**config.mk**
```make
export PLATFORM = sky130hd
export DESIGN_NAME = msk_tof_operand_feeder
export DESIGN_NICKNAME = d
export VERILOG_FILES = /design/src/rtl/msk_tof_operand_feeder.sv
export SDC_FILE = /design/constraint.sdc
export NUM_CORES = 1
export LEC_CHECK = 0
export ABC_AREA = 1
export CORE_ASPECT_RATIO = 1.75
export CORE_MARGIN = 2
export CORE_UTILIZATION = 42
export CTS_CLUSTER_DIAMETER = 60
export DETAILED_ROUTE_END_ITERATION = 10
export REMOVE_ABC_BUFFERS = 1
export SYNTH_ARGS = -nofsm -noshare
export SYNTH_HDL_FRONTEND = slang
export SYNTH_SLANG_ARGS = --single-unit
```
**constraint.sdc**
```tcl
create_clock -name clk -period 1.6 [get_ports clk]
set_input_delay 0.4 -clock clk [delete_from_list [all_inputs] [get_ports clk]]
set_output_delay 0.4 -clock clk [all_outputs]
set_load 0.01 [all_outputs]
```
**src/rtl/msk_tof_operand_feeder.sv**
```systemverilog
// msk_tof_operand_feeder: issue stage registering masked operand triples and fresh LFSR randomness into the HPC3 Toffoli gadget.
module msk_tof_operand_feeder #(
  parameter int d = 2,
  parameter int RNDW = d * (d - 1),
  parameter int OPS_LIMIT = 65535
) (
  input  logic            clk,
  input  logic            rst_n,
  input  logic            seed_start,
  input  logic            seed_bit,
  input  logic            seed_valid,
  output logic            seeded,
  input  logic [d-1:0]    a_sh,
  input  logic [d-1:0]    b_sh,
  input  logic [d-1:0]    c_sh,
  input  logic            in_valid,
  output logic            in_ready,
  output logic [d-1:0]    ina,
  output logic [d-1:0]    inb,
  output logic [d-1:0]    inc,
  output logic [d-1:0]    inb_prev,
  output logic [RNDW-1:0] rnd,
`ifdef MSK_FEEDER_RESEED_REQ_EN
  output logic            reseed_req,
`endif
  output logic            out_valid
);
  localparam int N = 31 * RNDW;
  localparam int CW = $clog2(N + 1);
  typedef enum logic [1:0] {UNSEEDED, SEED, RUN} state_t;
  state_t state, state_nx;
  logic [N-1:0] chain, chain_shift, chain_load, chain_step;
  logic [RNDW-1:0] rnd_nx;
  logic [CW-1:0] cnt;
  logic acc, issue, seed_shift, seed_done, limit_hit;
`ifdef MSK_FEEDER_RESEED_REQ_EN
  logic [15:0] ops;
  assign limit_hit = ops >= 16'(OPS_LIMIT);
  assign reseed_req = limit_hit;
  always_ff @(posedge clk or negedge rst_n)
    if (!rst_n) ops <= '0;
    else if (seed_start) ops <= '0;
    else if (acc) ops <= ops + 16'd1;
`else
  assign limit_hit = 1'b0;
`endif
  assign seeded = state == RUN;
  assign in_ready = seeded & ~seed_start & ~limit_hit;
  assign acc = in_valid & in_ready;
  assign seed_shift = state == SEED && seed_valid && !seed_start;
  assign seed_done = seed_shift && cnt == CW'(N - 1);
  assign chain_shift = {seed_bit, chain[N-1:1]};
  for (genvar i = 0; i < RNDW; i++) begin : g_lane
    logic [30:0] sh, st;
    assign sh = chain_shift[31*i +: 31];
    assign st = chain[31*i +: 31];
    assign chain_load[31*i +: 31] = (|sh) ? sh : 31'h1;
    assign chain_step[31*i +: 31] = {st[29:0], st[30] ^ st[27]};
    assign rnd_nx[i] = st[30] ^ st[27];
  end
  always_comb state_nx = seed_start ? SEED : seed_done ? RUN : state;
  always_ff @(posedge clk or negedge rst_n)
    if (!rst_n) state <= UNSEEDED;
    else state <= state_nx;
  always_ff @(posedge clk or negedge rst_n)
    if (!rst_n) cnt <= '0;
    else if (seed_start) cnt <= '0;
    else if (seed_shift) cnt <= cnt + 1'b1;
  always_ff @(posedge clk or negedge rst_n)
    if (!rst_n) chain <= '0;
    else if (seed_shift) chain <= seed_done ? chain_load : chain_shift;
    else if (acc) chain <= chain_step;
  always_ff @(posedge clk or negedge rst_n)
    if (!rst_n) begin
      ina <= '0;
      inb <= '0;
      inc <= '0;
      inb_prev <= '0;
      rnd <= '0;
      issue <= 1'b0;
      out_valid <= 1'b0;
    end else begin
      ina <= acc ? a_sh : '0;
      inb <= acc ? b_sh : '0;
      inc <= acc ? c_sh : '0;
      inb_prev <= inb;
      rnd <= acc ? rnd_nx : rnd;
      issue <= acc;
      out_valid <= issue;
    end
endmodule

```
**Run 1: gate-type map**

Drawn at 4 px/µm.
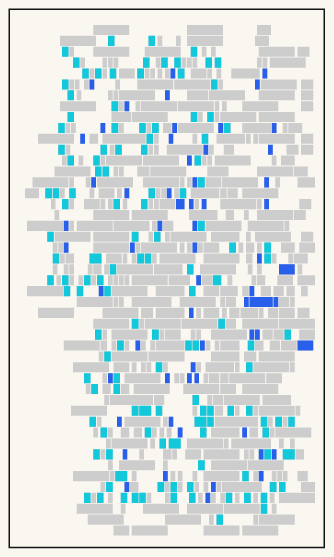
- cyan: inverting AOI/OAI gates (cells 130; most used o21ai_1)
- blue: NOR gates (cells 61; most used nor2_1)

**Run 1: I/O nets highlighted**

Drawn at 4 px/µm.
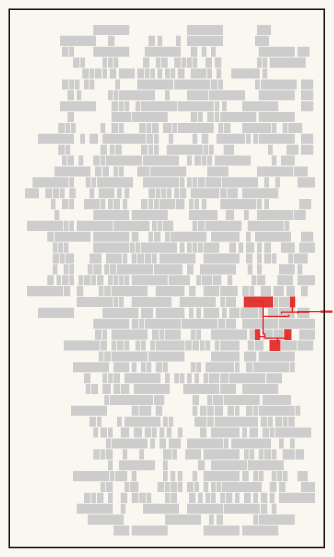
- red: `seed_start` (bits 1; direction input; end cells 6; buffers 2; wire 44.7 µm)

**Run 1: local utilization**

Drawn at 3 px/µm. 8 x 13 tiles, from dark purple (low) to yellow (high), 0 to 100% covered.
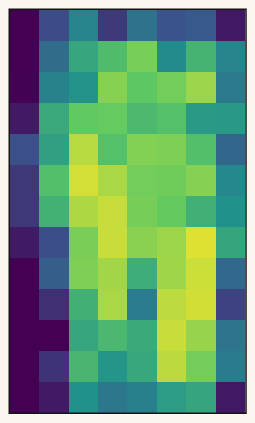
- fullest tile: 95%
- tiles over 75% full: 33%
- emptiest ninth of the die: bottom left
- nearly empty tiles: 8.7%
- densest ninth of the die: middle
Starting Density: 0.4298
core utilization of the finished layout: 0.6094
area of the placeable core: 9468 µm²

==> summary.txt, run 1 <==
Status on the layout run. Number of antenna diodes landed at 0. Final worst slack landed at -0.01862 ns. In the routed layout, each cell is associated on average with a via count of 5.147. Design area landed at 5769 µm².

Total number of nets in the final design landed at 626. Adding up every negative setup slack in the final design gives -0.01862 ns. Per the finish-stage timing summary, setup violations number 1. The worst register-to-register path begins at state[0].

Count of final hold-check violations landed at 0. Arrival time of data at the critical path endpoint landed at 1.87 ns. The path class of the tightest hold or removal check is reg2reg. The number of warnings reported in the stage logs is 28.

Once iteration 0 of detailed routing completed, the report listed 280 DRC markers. TritonCTS reports the number of clock sinks as 82. Reported leakage power landed at 2.744 nW.

For the worst setup path, the data required time is 1.85 ns. Maximum number of pins on one net before global-route repair landed at 42. Routed wirelength normalized by instance count landed at 14.90 µm. Number of CTS-inserted buffers landed at 9. Note, the detailed placer reported a final HPWL of 5831 µm. Maximum buffer depth of the clock tree landed at 2. Per the synthesis report, the dominant area consumer among library cells is sky130_fd_sc_hd__dfrtp_1.

Area of the die landed at 10520 µm². Final global-route overflow total landed at 0. The first global-routing pass estimated 15520 µm of wire. Via count of the first global-routing pass landed at 3481.

Achievable frequency landed at 617.8 MHz. IR analysis of the VDD net gives a maximum drop of 0.6442 mV. The initial antenna violation count was 0. Looking at the clock tree report, the H-tree level count equals 3. Ratio of final minimum period to clock period landed at 1.012. Number of flip-flops under the largest register name landed at 62. The largest registers in the layout are chain: 62 flops, cnt: 6 flops. Share of cells above drive strength 1 landed at 0.1831. For this run, the total global-route usage over all layers was measured as 0.1846. Number of iterations in the first detailed-routing pass landed at 5. Clock latency on the worst-skew pair, taken at its later pin, is 0.34 ns. Summing internal, switching and leakage power gives 6.429 mW.

Counting flops and latches in the post-synthesis netlist gives 82. Counting only logic cells after layout, the most numerous master is sky130_fd_sc_hd__nand2_1. The area recorded from the Yosys report for this design is 4069 µm². Count of cell types in the netlist landed at 23. Post-placement worst setup slack landed at -0.4229 ns.

In this run the power density over the cells is 1114 nW/µm². Counting flops per register, the top entry is chain. By startpoint and endpoint, the worst setup path is classified as reg2reg.

Per the cell usage report, the commonest logic cells after layout are sky130_fd_sc_hd__nand2_1, sky130_fd_sc_hd__dfrtp_1, sky130_fd_sc_hd__o21ai_1. OpenSTA lists the critical path startpoint as state[0]. On the final layout, the worst hold slack is 0.3589 ns. Number of port buffers landed at 24. Number of core rows landed at 47. Area share of the leading cell type in the synthesized netlist landed at 0.5043.

The tree is rooted in a sky130_fd_sc_hd__clkbuf_16. The launch point of the worst min-delay path is recorded as issue. The flow ran to the end, but the final reports show violations. Among all stages on the critical path, the largest delay is contributed by sky130_fd_sc_hd__dfrtp_1. Post-detailed-route count of antenna-violating nets landed at 0. Final tally of max-slew violations landed at 0. Setup repair after global routing could not meet its margin everywhere. The final timing report lists clock skew as 0.003607 ns. For the pin with the worst max-slew slack, the measured transition is 0.4081 ns. Number of placed I/O pins landed at 25. Post-synthesis instance total landed at 538. Walking the worst path, the cells encountered are buf_6 -> nand2_4 -> nor3_4 -> buf_6 -> buf_4 -> buf_12 -> nand2_1 -> o21ai_1 -> nand2_1 -> o21ai_1.

Among all stages on the critical path, the maximum delay recorded is 0.38 ns. TritonRoute reported its final design rule violation total as 0. The final timing report derives a shortest allowable period of 1.619 ns. Die boundary height landed at 134.2 µm. Along the worst path, the maximum fanout reaches 8. STA classifies the critical path endpoint as a flop.

Area growth from synthesis to final layout landed at 41.79%. In this run the cell area of the synthesized design comes to 4069 µm². For reference, the post-synthesis area per instance comes to 7.563 µm². Clock edge transition at the registers on the reported setup and hold paths landed at 0.06 ns.

Relative slew slack landed at 0.7280. Count of vias placed by the detailed router landed at 3804. Counting the warning lines in the Yosys log gives 0. X dimension of the die landed at 78.41 µm. Per the Yosys statistics, synthesis produced 538 cells. Weighted congestion at the end of routability-driven global placement landed at 0.7979. The final reports fail on setup timing.

TritonCTS built the clock tree. The wire length recorded after detailed routing is 11010 µm. Standard cell area after detailed placement landed at 4607 µm².
-- run 1: critical path, delay by kind of cell, from the launching register on --
kind	cells	cell delay (ns)
compound gates	2	0.19
simple gates	4	0.41
buf+inv	4	0.54
flops	1	0.38
-- run 1: timing repair --
action                                  CTS  global route
setup buffers                             2             9
hold buffers                              1             0
pin swaps                                 2            25
cloned                                    3            25
gates resized                            21           105
endpoints found under the hold margin    23             0
endpoints found under the setup margin   68            64
-- run 1: final timing paths --
path	to	slack, ns	depth (start not counted)
worst max-delay path	chain[13]	-0.02	10
min in group asynchronous	chain[9]	0.52	2
worst min register to register	out_valid	0.36	0
worst max register to register	chain[13]	-0.02	10
max in group asynchronous	chain[13]	0.51	3
worst min-delay path	out_valid	0.36	0
-- run 1: metal layers --
layer  GRT usage  vias up  share of wire
met5           0        -              0
met3     0.03096       25          0.034
met2      0.3242       84           0.53
met4     0.09454        0          0.034
met1      0.2137     1846           0.40
li1            -     1849              -
-- run 1: through the flow --
| step | utilization | instances |
|---|---|---|
| 2_1_floorplan | - | 512 |
| 3_3_place_gp | 0.4866 | 683 |
| 3_5_place_dp | 0.4866 | 683 |
| 4_1_cts | 0.5384 | 705 |
| 5_1_grt | 0.6094 | 739 |
| 6_report | 0.6094 | 739 |
-- run 1: kinds of logic (layout without fill, tap and decap cells) --
kind of cell / after synthesis / in the layout / synth area share
flip-flops: 82 / 82 / 0.5043
XOR/XNOR: 3 / 3 / 0.006459
buffers and inverters: 102 / 178 / 0.1076
adder cells (fa/ha/maj): 2 / 2 / 0.006149
AND-OR/OR-AND: 131 / 131 / 0.1621
AND/OR/NAND/NOR: 218 / 221 / 0.2134
-- run 1: cell type report --
type	count	area (µm²)
timing repair buffer	86	1206
fill	811	3699
inverter	76	295.3
clock buffer	11	252.7
sequential	82	2052
clock inverter	5	100.1
multi-input combinational	357	1710
tap	122	152.6
-- run 1: synth_stat cells --
library cell / number
sky130_fd_sc_hd__nand2_1: 147
sky130_fd_sc_hd__o21ai_0: 97
sky130_fd_sc_hd__dfrtp_1: 82
sky130_fd_sc_hd__inv_1: 73
sky130_fd_sc_hd__nor2_1: 58
sky130_fd_sc_hd__o21ai_1: 26
sky130_fd_sc_hd__buf_2: 11
sky130_fd_sc_hd__clkbuf_1: 7
sky130_fd_sc_hd__a21oi_1: 6
sky130_fd_sc_hd__nand4_1: 6
sky130_fd_sc_hd__buf_4: 5
sky130_fd_sc_hd__buf_6: 3
sky130_fd_sc_hd__inv_2: 3
sky130_fd_sc_hd__xor2_1: 3
sky130_fd_sc_hd__ha_1: 2
sky130_fd_sc_hd__nand3_1: 2
sky130_fd_sc_hd__nand2_2: 1
sky130_fd_sc_hd__nand2_4: 1
sky130_fd_sc_hd__nor2_2: 1
sky130_fd_sc_hd__nor2_4: 1
sky130_fd_sc_hd__nor3_4: 1
sky130_fd_sc_hd__o21a_1: 1
sky130_fd_sc_hd__o22ai_1: 1
-- run 1: power breakdown --
group	internal, mW	switching (mW)	total, mW
registers	2.39	0.295	2.69
logic	0.591	0.701	1.29
clock network	1.60	0.845	2.45
**Run 1: sequential cells grouped by signal name**

Drawn at 4 px/µm.
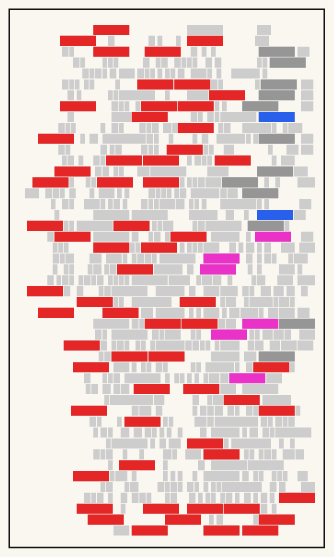

## Run 2: what changed since run 1
CORE_MARGIN = 1   (was 2)
REMOVE_ABC_BUFFERS = default   (was 1)
**Run 2: sequential cells grouped by signal name**

Drawn at 4 px/µm.
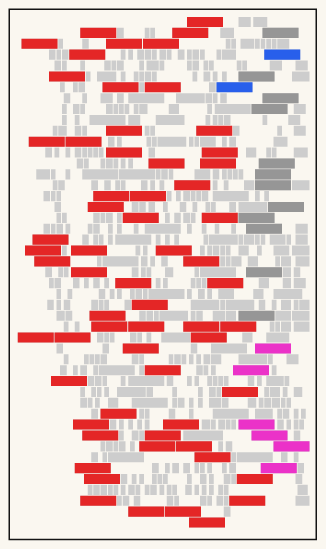
- red: `chain` (flops 62)
- blue: `inc` (flops 2)
- magenta: `cnt` (flops 6; where bottom right)
- not coloured: 12
sequential cell power: 2.66 mW
flop share of the area: 0.3906

==> run 2 against run 1 <==
  * Final cell count is 3.1% lower
  * Wire length is 16% lower
  * The run now ends clean
  * Cell area is 8.9% lower
  * Synthesized cell count stayed put
  * Count of clock-buffer cells in the layout stayed put
  * Largest power group unchanged
  * Critical path type is now reg2out
  * Global-route usage is 0.38 points higher
  * Highest routed layer unchanged
  * Non-clock buffer count is 20 lower
  * Hold slack worse by 0.013 ns
==> summary.txt, run 2 <==
Status on the layout run. The run finished with clean final reports. In the log, the iteration count for the first detailed-route pass is 4. The routed layout has 3528 vias. Routed wirelength normalized by instance count landed at 12.98 µm. For the worst reg-to-reg path, the startpoint reported by OpenROAD is state[1]. Arrival time of data at the critical path endpoint landed at 1.14 ns. Share of cells above drive strength 1 landed at 0.1195. Number of port buffers landed at 24.

Data required time of the critical path landed at 1.20 ns. Wires add up to 9292 µm. Count of tool warnings landed at 28.

In this run the clock root is driven by a sky130_fd_sc_hd__clkbuf_16. For this design the static power due to leakage is 2.499 nW. Achievable frequency landed at 648.1 MHz. Wire length of the first global-routing pass landed at 14990 µm. Per the post-CTS timing run, clock transition at the registers of the reported paths is 0.06 ns. Starting utilization of the core area landed at 0.4324. The initial antenna violation count is 0. STA classifies the critical path endpoint as a primary output.

Total global-route track usage over all layers is 0.1884. Average via count per standard cell landed at 4.927. Of all cell types, the one taking the most synthesized area is sky130_fd_sc_hd__dfrtp_1. According to the CTS report, the clock sink count is 82. The largest register by flop count is chain. RePlAce ended its routability-driven mode at a weighted congestion of 0.7863. Per the skew report, the later register of the worst-skew pair sees a clock latency of 0.34 ns. Number of synthesis warnings landed at 0. Post-route clock skew landed at 0.006323 ns. After synthesis, the chip area reported by Yosys is 4069 µm². Number of placed I/O pins landed at 25.

After the last flow step, the layout net total stands at 603. Total DRC errors in the routed layout landed at 0. Iteration-0 DRC count of the detailed router landed at 171.

The library cells used most frequently in the layout, excluding fill and tap cells, are sky130_fd_sc_hd__nand2_1, sky130_fd_sc_hd__dfrtp_1, sky130_fd_sc_hd__o21ai_0. Count of final hold-check violations landed at 0. Post-synthesis instance total landed at 538. Detailed placement ended at an HPWL of 5921 µm. Among all flip-flop cells after synthesis, the most frequent one is sky130_fd_sc_hd__dfrtp_1. The register with the most flip-flops in the layout has 62 of them. Synthesized area divided by synthesized cell count landed at 7.563 µm². 0 antenna diodes ended up in the layout.

For reference, the critical path is launched at state[1]. The path class of the tightest hold or removal check is reg2reg. Counting the buffers created by CTS gives 9. Worst-margin pin slew landed at 0.3747 ns. The timing report gives the worst reg2reg path a setup slack of 0.07 ns. Summed over all layers, the global routing overflow is 0.

Ratio of final minimum period to clock period landed at 0.9644. Before any placement, the netlist area is recorded as 4069 µm². In this run the tightest slew margin relative to its limit is 0.7502. CTS H-tree depth landed at 3. Count of cell types in the netlist landed at 23. Area growth from synthesis to final layout landed at 29.12%. Areal power density over the cells landed at 1076 nW/µm². Depth of the worst register-to-register path landed at 8. Flip-flop and latch count after synthesis landed at 82. Sorting the synthesis cell report by count puts at the top sky130_fd_sc_hd__nand2_1. In the Yosys report the total cell count is 538. Highest net fanout along the worst path landed at 2. The longest clock path from root to sink contains 2 buffers. Async set or reset register ratio after synthesis landed at 1.000. Via count of the first global-routing pass landed at 3393. Maximum number of pins on one net before global-route repair landed at 33. Per the cell usage report, the commonest logic cell in the layout is sky130_fd_sc_hd__nand2_1. Number of core rows landed at 47. Die boundary height landed at 132.2 µm. The horizontal die dimension reported for this design is 76.41 µm.

Post-detailed-route count of antenna-violating nets landed at 0. Across the VDD grid, the largest voltage drop is 0.5561 mV. On the final layout, the worst hold slack is 0.3463 ns. The capture point of the critical path was reported as seeded. The critical path in this run is classified as reg2out. The total area inside the core boundary comes to 9409 µm². In this run the critical register-to-register path is captured at chain[3]. Counting instances in the post-synthesis netlist gives the leading cell types as sky130_fd_sc_hd__nand2_1, sky130_fd_sc_hd__o21ai_0, sky130_fd_sc_hd__dfrtp_1. Minimum clock period landed at 1.543 ns. The final report lists the setup-violating endpoint count as 0. The final max-slew violation count recorded for this run is 0. Count of flip-flops with a built-in enable after synthesis landed at 0. Area share of the leading cell type in the synthesized netlist landed at 0.5043. End-of-flow core utilization landed at 0.5584.

The largest registers in the layout are chain: 62 flops, cnt: 6 flops. The floorplan step defined a die boundary enclosing 10100 µm². Power comes to 5.654 mW. TritonCTS built the clock tree.
-- run 2: layout make-up --
| cell class | instances | area (µm²) |
|---|---|---|
| Inverter | 76 | 285.3 |
| Timing Repair Buffer | 66 | 882.1 |
| Tap cell | 122 | 152.6 |
| Multi-Input combinational cell | 354 | 1609 |
| Clock buffer | 11 | 242.7 |
| Clock inverter | 5 | 30.03 |
| Fill cell | 903 | 4155 |
| Sequential cell | 82 | 2052 |
-- run 2: cells by family (layout without fill, tap and decap cells) --
kind of cell | Yosys count | count (layout) | synth area share
and+or+nand+nor | 218 | 218 | 0.2134
AOI/OAI and AO/OA | 131 | 131 | 0.1621
buffers and inverters | 102 | 158 | 0.1076
DFF | 82 | 82 | 0.5043
xor gates and xnor gates | 3 | 3 | 0.006459
adders and majority gates | 2 | 2 | 0.006149
-- run 2: metal layers --
layer,part of all wire,track usage
met2,0.54,0.3488
met3,0.023,0.03391
met4,0.029,0.08333
met5,0,0
met1,0.41,0.2059
-- run 2: through the flow --
stage / instance area [µm²] / std cells / setup slack [ns] / TNS, ns
global placement: 4642 / 686 / -0.3327 / -20.38
CTS: 4957 / 705 / -0.05546 / -0.06731
detailed placement: 4642 / 686 / -0.3779 / -23.06
global route: 5254 / 716 / -0.04619 / -0.1615
finish: 5254 / 716 / 0.05698 / 0
floorplan: 4069 / 538 / 0.2000 / 0
-- run 2: worst min path at each step --
| stage | start | cells past startpoint | to |
|---|---|---|---|
| after floorplan | rst_n | 0 | chain[0] |
| after global placement | issue | 0 | out_valid |
| after detailed placement | issue | 0 | out_valid |
| after CTS | issue | 0 | out_valid |
| after global routing | issue | 0 | out_valid |
| final | issue | 0 | out_valid |
-- run 2: where the power goes --
group	total (mW)	internal (mW)	switching (mW)
Clock	1.88	1.08	0.794
Combinational	1.11	0.488	0.626
Sequential	2.66	2.39	0.267
Total	5.65	3.97	1.69
-- run 2: repair_timing --
item | CTS | global route
gates resized | 17 | 31
pin swaps | 1 | 6
cloned | 1 | 9
endpoints found under the setup margin | 19 | 64
hold endpoints to repair | 24 | 0
setup buffers | 1 | 2
hold buffers | 1 | 0
-- run 2: critical path, stage by stage (launching register included) --
cell,delay [ns]
sky130_fd_sc_hd__dfrtp_1,0.37
sky130_fd_sc_hd__inv_2,0.06
sky130_fd_sc_hd__nor2_4,0.11
sky130_fd_sc_hd__dlygate4sd2_1,0.27
Power figures rest on the tool's default switching activity, not on a simulated workload.
